==> src/rtl/alu_top_2.sv <==
// Multi-cycle 8-bit unsigned ALU: add, subtract, shift-add multiply and restoring divide.
// The FSM state is exported, and the result register holds its value until the next operation completes.
module alu_top_2 (
    input  logic        clk,
    input  logic        rst,
    input  logic        start,
    input  logic [7:0]  a,
    input  logic [7:0]  b,
    input  logic [1:0]  op,
    output logic [15:0] result,
    output logic [2:0]  state
);

    typedef enum logic [2:0] {
        S_IDLE   = 3'b000,
        S_LOAD   = 3'b001,
        S_ADDSUB = 3'b010,
        S_MUL    = 3'b011,
        S_DIV    = 3'b100,
        S_DONE   = 3'b101
    } state_t;

    state_t      state_q, state_d;
    logic [7:0]  a_q, a_d;
    logic [7:0]  b_q, b_d;
    logic [1:0]  op_q, op_d;
    logic [15:0] acc_q, acc_d;
    logic [7:0]  rem_q, rem_d;
    logic [2:0]  cnt_q, cnt_d;
    logic [15:0] result_q, result_d;

    logic [15:0] mul_sum_s;
    logic [8:0]  div_shift_s;
    logic [8:0]  div_diff_s;
    logic        div_ge_s;
    logic [7:0]  div_rem_s;

    // Per-iteration datapath: one multiplier bit (LSB first) or one quotient bit (MSB first)
    always_comb begin
        mul_sum_s   = acc_q + (b_q[cnt_q] ? ({8'd0, a_q} << cnt_q) : 16'd0);
        div_shift_s = {rem_q, a_q[3'd7 - cnt_q]};
        div_diff_s  = div_shift_s - {1'b0, b_q};
        div_ge_s    = (div_shift_s >= {1'b0, b_q});
        div_rem_s   = div_ge_s ? div_diff_s[7:0] : div_shift_s[7:0];
    end

    // Next-state and next-register computation for the control FSM
    always_comb begin
        state_d  = state_q;
        a_d      = a_q;
        b_d      = b_q;
        op_d     = op_q;
        acc_d    = acc_q;
        rem_d    = rem_q;
        cnt_d    = cnt_q;
        result_d = result_q;
        case (state_q)
            S_IDLE: begin
                if (start) begin
                    state_d = S_LOAD;
                end else begin
                    state_d = S_IDLE;
                end
            end
            S_LOAD: begin
                a_d   = a;
                b_d   = b;
                op_d  = op;
                acc_d = 16'd0;
                rem_d = 8'd0;
                cnt_d = 3'd0;
                case (op)
                    2'b10:   state_d = S_MUL;
                    2'b11:   state_d = S_DIV;
                    default: state_d = S_ADDSUB;
                endcase
            end
            S_ADDSUB: begin
                if (op_q == 2'b00) begin
                    result_d = {7'd0, ({1'b0, a_q} + {1'b0, b_q})};
                end else begin
                    result_d = {8'd0, a_q} - {8'd0, b_q};
                end
                state_d = S_DONE;
            end
            S_MUL: begin
                acc_d = mul_sum_s;
                cnt_d = cnt_q + 3'd1;
                if (cnt_q == 3'd7) begin
                    result_d = mul_sum_s;
                    state_d  = S_DONE;
                end else begin
                    state_d  = S_MUL;
                end
            end
            S_DIV: begin
                // Divide by zero short-circuits with an all-ones quotient
                if (b_q == 8'd0) begin
                    result_d = {a_q, 8'hFF};
                    state_d  = S_DONE;
                end else begin
                    rem_d = div_rem_s;
                    acc_d = {acc_q[14:0], div_ge_s};
                    cnt_d = cnt_q + 3'd1;
                    if (cnt_q == 3'd7) begin
                        result_d = {div_rem_s, acc_q[6:0], div_ge_s};
                        state_d  = S_DONE;
                    end else begin
                        state_d  = S_DIV;
                    end
                end
            end
            S_DONE: begin
                state_d = S_IDLE;
            end
            default: begin
                state_d = S_IDLE;
            end
        endcase
    end

    // State and datapath registers; reset aborts any operation in flight
    always_ff @(posedge clk or negedge rst) begin
        if (!rst) begin
            state_q  <= S_IDLE;
            a_q      <= 8'd0;
            b_q      <= 8'd0;
            op_q     <= 2'd0;
            acc_q    <= 16'd0;
            rem_q    <= 8'd0;
            cnt_q    <= 3'd0;
            result_q <= 16'd0;
        end else begin
            state_q  <= state_d;
            a_q      <= a_d;
            b_q      <= b_d;
            op_q     <= op_d;
            acc_q    <= acc_d;
            rem_q    <= rem_d;
            cnt_q    <= cnt_d;
            result_q <= result_d;
        end
    end

    assign result = result_q;
    assign state  = state_q;

endmodule

==> config.mk <==
export PLATFORM = sky130hd
export DESIGN_NAME = alu_top_2
export DESIGN_NICKNAME = d
export VERILOG_FILES = /design/src/rtl/alu_top_2.sv
export SDC_FILE = /design/constraint.sdc
export NUM_CORES = 1
export LEC_CHECK = 0
export ABC_AREA = 1
export CAP_MARGIN = 40
export CORE_ASPECT_RATIO = 1.25
export CORE_MARGIN = 4
export CORE_UTILIZATION = 30
export CTS_CLUSTER_DIAMETER = 200
export DETAILED_ROUTE_END_ITERATION = 8
export PLACE_DENSITY_LB_ADDON = 0.08
export SYNTH_ARGS = -nofsm -noshare
export SYNTH_HDL_FRONTEND = slang
export SYNTH_SLANG_ARGS = --single-unit
==> constraint.sdc <==
create_clock -name clk -period 4.1 [get_ports clk]
set_clock_uncertainty 0.2 [all_clocks]
set_input_delay 0.82 -clock clk [delete_from_list [all_inputs] [get_ports clk]]
set_output_delay 0.82 -clock clk [all_outputs]
set_load 0.01 [all_outputs]
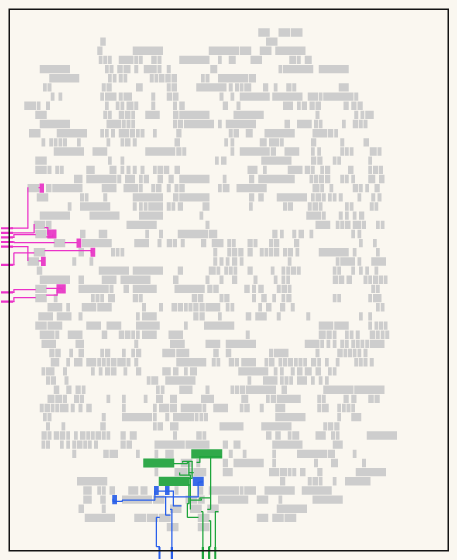
Run 1: I/O nets highlighted
legend:
  green:
    port: `state`
    direction: output
    edge: bottom
    end_cells: 3
    buffers: 3
    wire: 112 um
  blue:
    port: `op`
    direction: input
    edge: bottom
    end_cells: 4
    buffers: 2
    wire: 76.4 um
  magenta:
    port: `b`
    direction: input
    edge: left
    end_cells: 8
    buffers: 8
    wire: 117 um

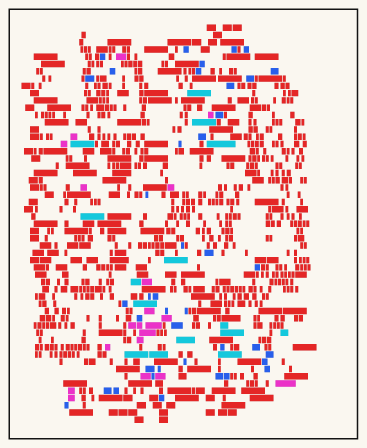
Run 1: drive-strength map
legend:
  magenta:
    size: drive 3 to 4
    cells: 20
    share: 2.3%
  cyan:
    size: drive 6 and up
    cells: 15
    share: 1.7%
  red:
    size: drive 1 or less
    cells: 798
    share: 91%
  blue:
    size: drive 2
    cells: 40
    share: 4.6%

==> notes.md, run 1 <==
run results: setup TNS 0 ns, Mux cell area share 0.1797%, Critical Path End result[13], crit-path max FO 15, Ys Warns 0, ant diodes 0, share of post-route cells with drive strength above 1 8.591%, Max-slew headroom 61.26%, yosys xor share 0.4717%, Placeable Area 18,170 um2, instance count on the critical path 19, root buffer cell clkbuf_16, first-pass GRT wire length 29,440 um, HP Class input pin to async pin, Reg2Reg Setup Slack 0.54 ns, # Post-CTS Setup Buffers 0, ys async rst share 100.0%, Hold Fails Final Rpt 0, Die H 160.3 um, status complete, no violations, Worst path top cell family by delay simple AND/OR/NAND/NOR gates, and+or+nand+nor area frac 35.96%, number of global-route vias before repair 5,475, Max Cap Viol 0, initial antenna violation count 0, peak supply drop 0.3572 mV, fp util 30.66%, post-layout util 35.53%, CP max-delay cell dfrtp_1, worst reg2reg startpoint cnt_q[0], period utilization 86.82%, Die Width 129.9 um, pin count of the biggest net entering global routing 41, crit-path cells inv_2 -> o21ai_0 -> nand2_1 -> nand2_1 -> nand2_1 -> o21ai_0 -> inv_1 -> ha_1 -> nand2_1 -> inv_1 -> nand2_1 -> nor3_1 -> nand2_1 -> nand2_1 -> nand2_1 -> nand3_1 -> nand3_1 -> nor2_1 -> nor2_1, Vias 5,385, Slew @ Worst Pin 0.5811 ns, worst path buffer plus inverter count 3, Syn-to-layout area delta 15.88%, Initial DRC Count 289, CP max stage delay 0.61 ns, post-DP HPWL 14,540 um, Critical R2R Capture result[13], number of OpenROAD warnings 34, Seq/Total Area, Yosys 28.75%, Chip Area 20,820 um2, Yosys cell types 50, syn nets 896, Ports 40, WL per Instance 16.58 um, Remaining DRCs 0, CTS max path bufs 2, synthesized area 5570 um2, static leakage 3.349 nW, total power divided by cell area 936.2 nW/um2, dominant synthesized flop cell dfrtp_1, CP Launch Point cnt_q[0], fin nets 934, Vias/cell 4.891, clk sinks 64, number of enable flip-flop cells 0, Final min period 3.560 ns, Clock Latency Late Sink 0.35 ns, fa+ha+maj area frac 10.65%, # Cells Yosys 830, Hold Buf Count CTS 0, setup ws final 0.5405 ns, Post-Place Setup Slack 0.5726 ns, Worst Path Required 4.14 ns, clock transition at the registers of the reported paths 0.06 ns, Final Slew Violations 0, Overall Power 6.043 mW, final setup fails 0, total CTS buffers 9, routability cong. 0.8621, H-tree depth 3, grt ovf 0, area leader, netlist dfrtp_1
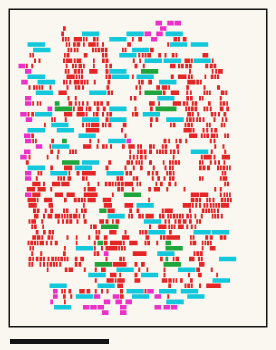
Run 1: cell classes on the final placement
The bar under the picture is 50 um long.
legend:
  green:
    class: clock drivers and dummy loads
    cells: 16
  cyan:
    class: flip-flops
    cells: 64
  magenta:
    class: other buffers and delay cells
    cells: 44
  red:
    class: all other logic
    cells: 749

-- run 1: power by group --
| group | total [mW] | internal [mW] | switching (mW) | leakage (nW) |
|---|---|---|---|---|
| logic | 3.97 | 1.40 | 2.57 | 2.42 |
| registers | 1.26 | 0.925 | 0.338 | 0.790 |
| clock network | 0.807 | 0.477 | 0.330 | 0.144 |
| total | 6.04 | 2.80 | 3.24 | 3.35 |
-- run 1: cell usage in the layout (no fill, tap or decap), types with 3 or more instances in the layout --
cell type          n
inv_4              3
dfrtp_1           64
fa_1               4
o21ai_1           10
a21oi_2            9
nor3_1             8
buf_4              5
inv_2              9
o21ai_0           50
nor2_2            11
clkdlybuf4s50_1   38
nor2_1            73
inv_1            110
o22ai_1            3
a31oi_1            4
nand3_1           73
nand2_1          248
nand2_4            4
nand4_1            8
clkbuf_16          9
nand2_2            3
ha_1              41
nand3b_1           6
a21oi_1           39
a21o_1             3
-- run 1: logic make-up (layout without fill, tap and decap cells) --
group | Yosys count | after routing
xor+xnor | 3 | 3
mux | 1 | 1
flops | 64 | 64
buf+inv | 141 | 184
fa+ha+maj | 45 | 45
compound gates | 127 | 127
simple gates | 449 | 449
-- run 1: metal layers --
metal,vias up,GRT usage (%),part of all wire (%),wire [um]
met5,-,0,0,0
met4,0,6.474,2.3,418
li1,2748,-,-,-
met1,2500,22.64,44,7991
met3,24,1.830,2.5,454
met2,113,32.40,51,9395
-- run 1: cell type report --
| type | instances | area, um2 |
|---|---|---|
| inverters | 124 | 478.0 |
| clock buffers | 9 | 225.2 |
| repair buffers | 44 | 422.9 |
| fillers | 2048 | 11710 |
| clock inverters | 7 | 78.83 |
| multi-input cells | 625 | 3363 |
| flip-flops and latches | 64 | 1602 |
| well taps | 228 | 285.3 |
-- run 1: how the worst min path moves through the flow --
stage	startpoint	endpoint	slack, ns
after floorplan	acc_q[6]	acc_q[6]	0.28
after global placement	result[8]	result[8]	0.31
after detailed placement	result[11]	result[11]	0.31
after CTS	rst	op_q[0]	0.28
after global routing	rst	op_q[1]	0.31
final	rst	op_q[1]	0.27
-- run 1: synthesized netlist by cell type (all sizes together), types with 3 or more instances --
cell / n
nor2: 87
o22ai: 3
ha: 41
nand3: 76
a21oi: 48
clkbuf: 5
nand3b: 6
nor3: 10
nand4: 8
nand2: 256
a31oi: 5
buf: 12
o21ai: 60
or2: 5
dfrtp: 64
fa: 4
inv: 123
a21o: 3
-- run 1: registers in the layout, summed over array words and instances, names as in the netlist --
signal / flops
result: 16
acc_q: 16
cnt_q: 3
op_q: 2
rem_q: 8
b_q: 8
a_q: 8
state: 3
-- run 1: metrics by stage --
stage                     hold WS, ns  cells  area (um2)
final                          0.2738   1101        6455
after floorplan                0.2765    830        5570
after global routing           0.3077   1101        6455
after CTS                      0.2807   1101        6455
after detailed placement       0.3117   1085        6151
after global placement         0.3102   1085        6151
==> run 2, diff against run 1 <==
- CTS_CLUSTER_SIZE: unset -> 20
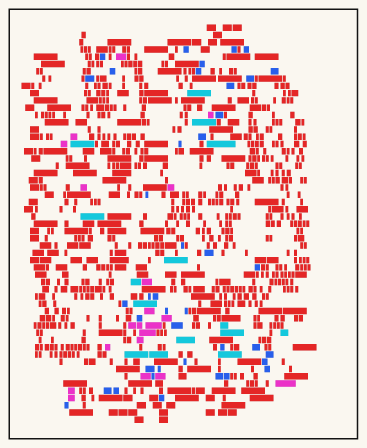
Run 2: drive-strength map
legend:
  red:
    size: drive 1 or less
    cells: 798
    share: 91%
  blue:
    size: drive 2
    cells: 40
    share: 4.6%
  magenta:
    size: drive 3 to 4
    cells: 20
    share: 2.3%
  cyan:
    size: drive 6 and up
    cells: 15
    share: 1.7%

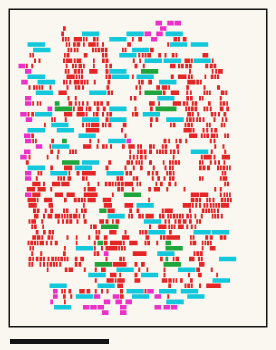
Run 2: cell classes on the final placement
The bar under the picture is 50 um long.
legend:
  cyan:
    class: flip-flops
    cells: 64
  green:
    class: clock drivers and dummy loads
    cells: 16
  magenta:
    class: other buffers and delay cells
    cells: 44
  red:
    class: all other logic
    cells: 749

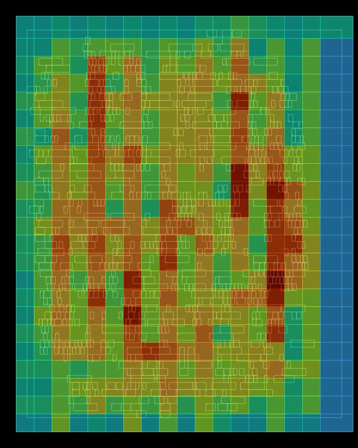
Run 2: congestion heat map
gr usage total: 18.24%
M2 GR Usage: 32.40%
met1 usage: 22.64%

==> run 2 against run 1 <==
Net effect:
- utilization stayed put
- area after synthesis stayed put
- highest routed layer unchanged
- die size is the same
- fmax unchanged
- largest cell class unchanged
- combinational power about the same
- setup slack unchanged
- clock power hardly changed
- count of clock-buffer cells in the layout stayed put
- synthesized cell count is the same
- critical path depth stayed put
==> notes.md, run 2 <==
run results: Max Cap Viol 0 (unchanged), pin count of the biggest net entering global routing 41 (unchanged), peak supply drop 0.3572 mV (unchanged), status complete, no violations, number of OpenROAD warnings 34 (unchanged), routability cong. 0.8621 (unchanged), Post-Place Setup Slack 0.5726 ns (unchanged), Clock Latency Late Sink 0.35 ns (about the same), total power divided by cell area 936.2 nW/um2 (unchanged), Ys Warns 0 (unchanged), Placeable Area 18,170 um2 (unchanged), Worst Path Required 4.14 ns (about the same), Syn-to-layout area delta 15.88% (unchanged), Initial DRC Count 289 (unchanged), Hold Buf Count CTS 0 (unchanged), post-CTS sizing 0, most common logic cells in the final layout 248 x nand2_1, 110 x inv_1, 73 x nand3_1, 73 x nor2_1, 64 x dfrtp_1, Vias/cell 4.891 (unchanged), Chip Area 20,820 um2 (unchanged), period utilization 86.82% (unchanged), # placed instances 1,085 (unchanged), CTS max path bufs 2 (unchanged), Die H 160.3 um (unchanged), Ports 40 (unchanged), # Cells Yosys 830 (unchanged), syn nets 896 (unchanged), top-count cell post-synth nand2_1, share of post-route cells with drive strength above 1 8.591% (unchanged), ant diodes 0 (unchanged), Die Width 129.9 um (unchanged), # Post-CTS Setup Buffers 0 (unchanged), met3 usage 1.830% (unchanged), Final Slew Violations 0 (unchanged), dominant synthesized flop cell dfrtp_1, CP Class register to register, setup ws final 0.5405 ns (unchanged), Vias 5,385 (unchanged), first-pass GRT wire length 29,440 um (unchanged), root buffer cell clkbuf_16, Yosys cell types 50 (unchanged), Reg2Reg Setup Slack 0.54 ns (about the same), final setup fails 0 (unchanged), Final min period 3.560 ns (unchanged), setup TNS 0 ns (unchanged), area leader, netlist dfrtp_1, fp util 30.66% (unchanged), Slew @ Worst Pin 0.5811 ns (unchanged), main area contributors after synthesis dfrtp_1 29%, nand2_1 17%, ha_1 9.2%, inv_1 7.4%, nand3_1 6.6%, post-DP HPWL 14,540 um (unchanged), synthesized area 5570 um2 (unchanged), HP Class input pin to async pin, Commonest Layout Cell nand2_1, global route hottest layer met2, number of global-route vias before repair 5,475 (unchanged), initial antenna violation count 0 (unchanged), Remaining DRCs 0 (unchanged), fin nets 934 (unchanged), ys async rst share 100.0% (unchanged), Max-slew headroom 61.26% (unchanged), WL per Instance 16.58 um (unchanged), CP Launch Type register, static leakage 3.349 nW (unchanged), Finished Layout Cells 1,101 (unchanged), clk sinks 64 (unchanged), Commonest cells post-synth 248 x nand2_1, 110 x inv_1, 73 x nand3_1, 73 x nor2_1, 64 x dfrtp_1, grt ovf 0 (unchanged), number of enable flip-flop cells 0 (unchanged), H-tree depth 3 (unchanged), Seq/Total Area, Yosys 28.75% (unchanged)
run 2: stage by stage:
stage,utilization [%],area [um2],hold slack [ns]
floorplan,-,5570,0.2765
global placement,33.86,6151,0.3102
detailed placement,33.86,6151,0.3117
CTS,35.53,6455,0.2807
global route,35.53,6455,0.3077
finish,35.53,6455,0.2738
run 2: area by class of cell:
cell class | count | area (um2)
clock inverters | 7 | 78.83
multi-input cells | 625 | 3363
fillers | 2048 | 11710
repair buffers | 44 | 422.9
well taps | 228 | 285.3
clock buffers | 9 | 225.2
flip-flops and latches | 64 | 1602
inverters | 124 | 478.0
run 2: final timing paths:
| kind | from | end |
|---|---|---|
| min in group clk | result[0] | result[0] |
| max reg2reg | cnt_q[0] | result[13] |
| min | rst | op_q[1] |
| max in group asynchronous | rst | acc_q[13] |
| min reg2reg | result[0] | result[0] |
| max | cnt_q[0] | result[13] |
run 2: cells by family after synthesis:
| family | count (synthesis) | synth area share [%] |
|---|---|---|
| muxes | 1 | 0.1797 |
| xor gates and xnor gates | 3 | 0.4718 |
| AOI/OAI and AO/OA | 127 | 13.12 |
| buffers and inverters | 141 | 10.87 |
| DFF | 64 | 28.75 |
| and+or+nand+nor | 449 | 35.96 |
| adders and majority gates | 45 | 10.65 |
run 2: where the power goes:
part / total [mW] / internal [mW] / switching [mW]
Sequential: 1.26 / 0.925 / 0.338
Clock: 0.807 / 0.477 / 0.330
Combinational: 3.97 / 1.40 / 2.57
run 2: worst max-delay path: stages (launching register included):
cell	delay (ns)
dfrtp_1	0.61
inv_2	0.19
o21ai_0	0.19
nand2_1	0.08
nand2_1	0.15
nand2_1	0.16
o21ai_0	0.13
inv_1	0.08
ha_1	0.37
nand2_1	0.10
inv_1	0.10
nand2_1	0.10
nor3_1	0.28
nand2_1	0.19
nand2_1	0.11
nand2_1	0.05
nand3_1	0.14
nand3_1	0.09
nor2_1	0.09
nor2_1	0.05
run 2: layer usage:
metal  vias to the layer above  share of wire (%)
met5                         -                  0
met4                         0                2.3
met2                       113                 51
met3                        24                2.5
li1                       2748                  -
met1                      2500                 44
Power figures rest on the tool's default switching activity, not on a simulated workload.
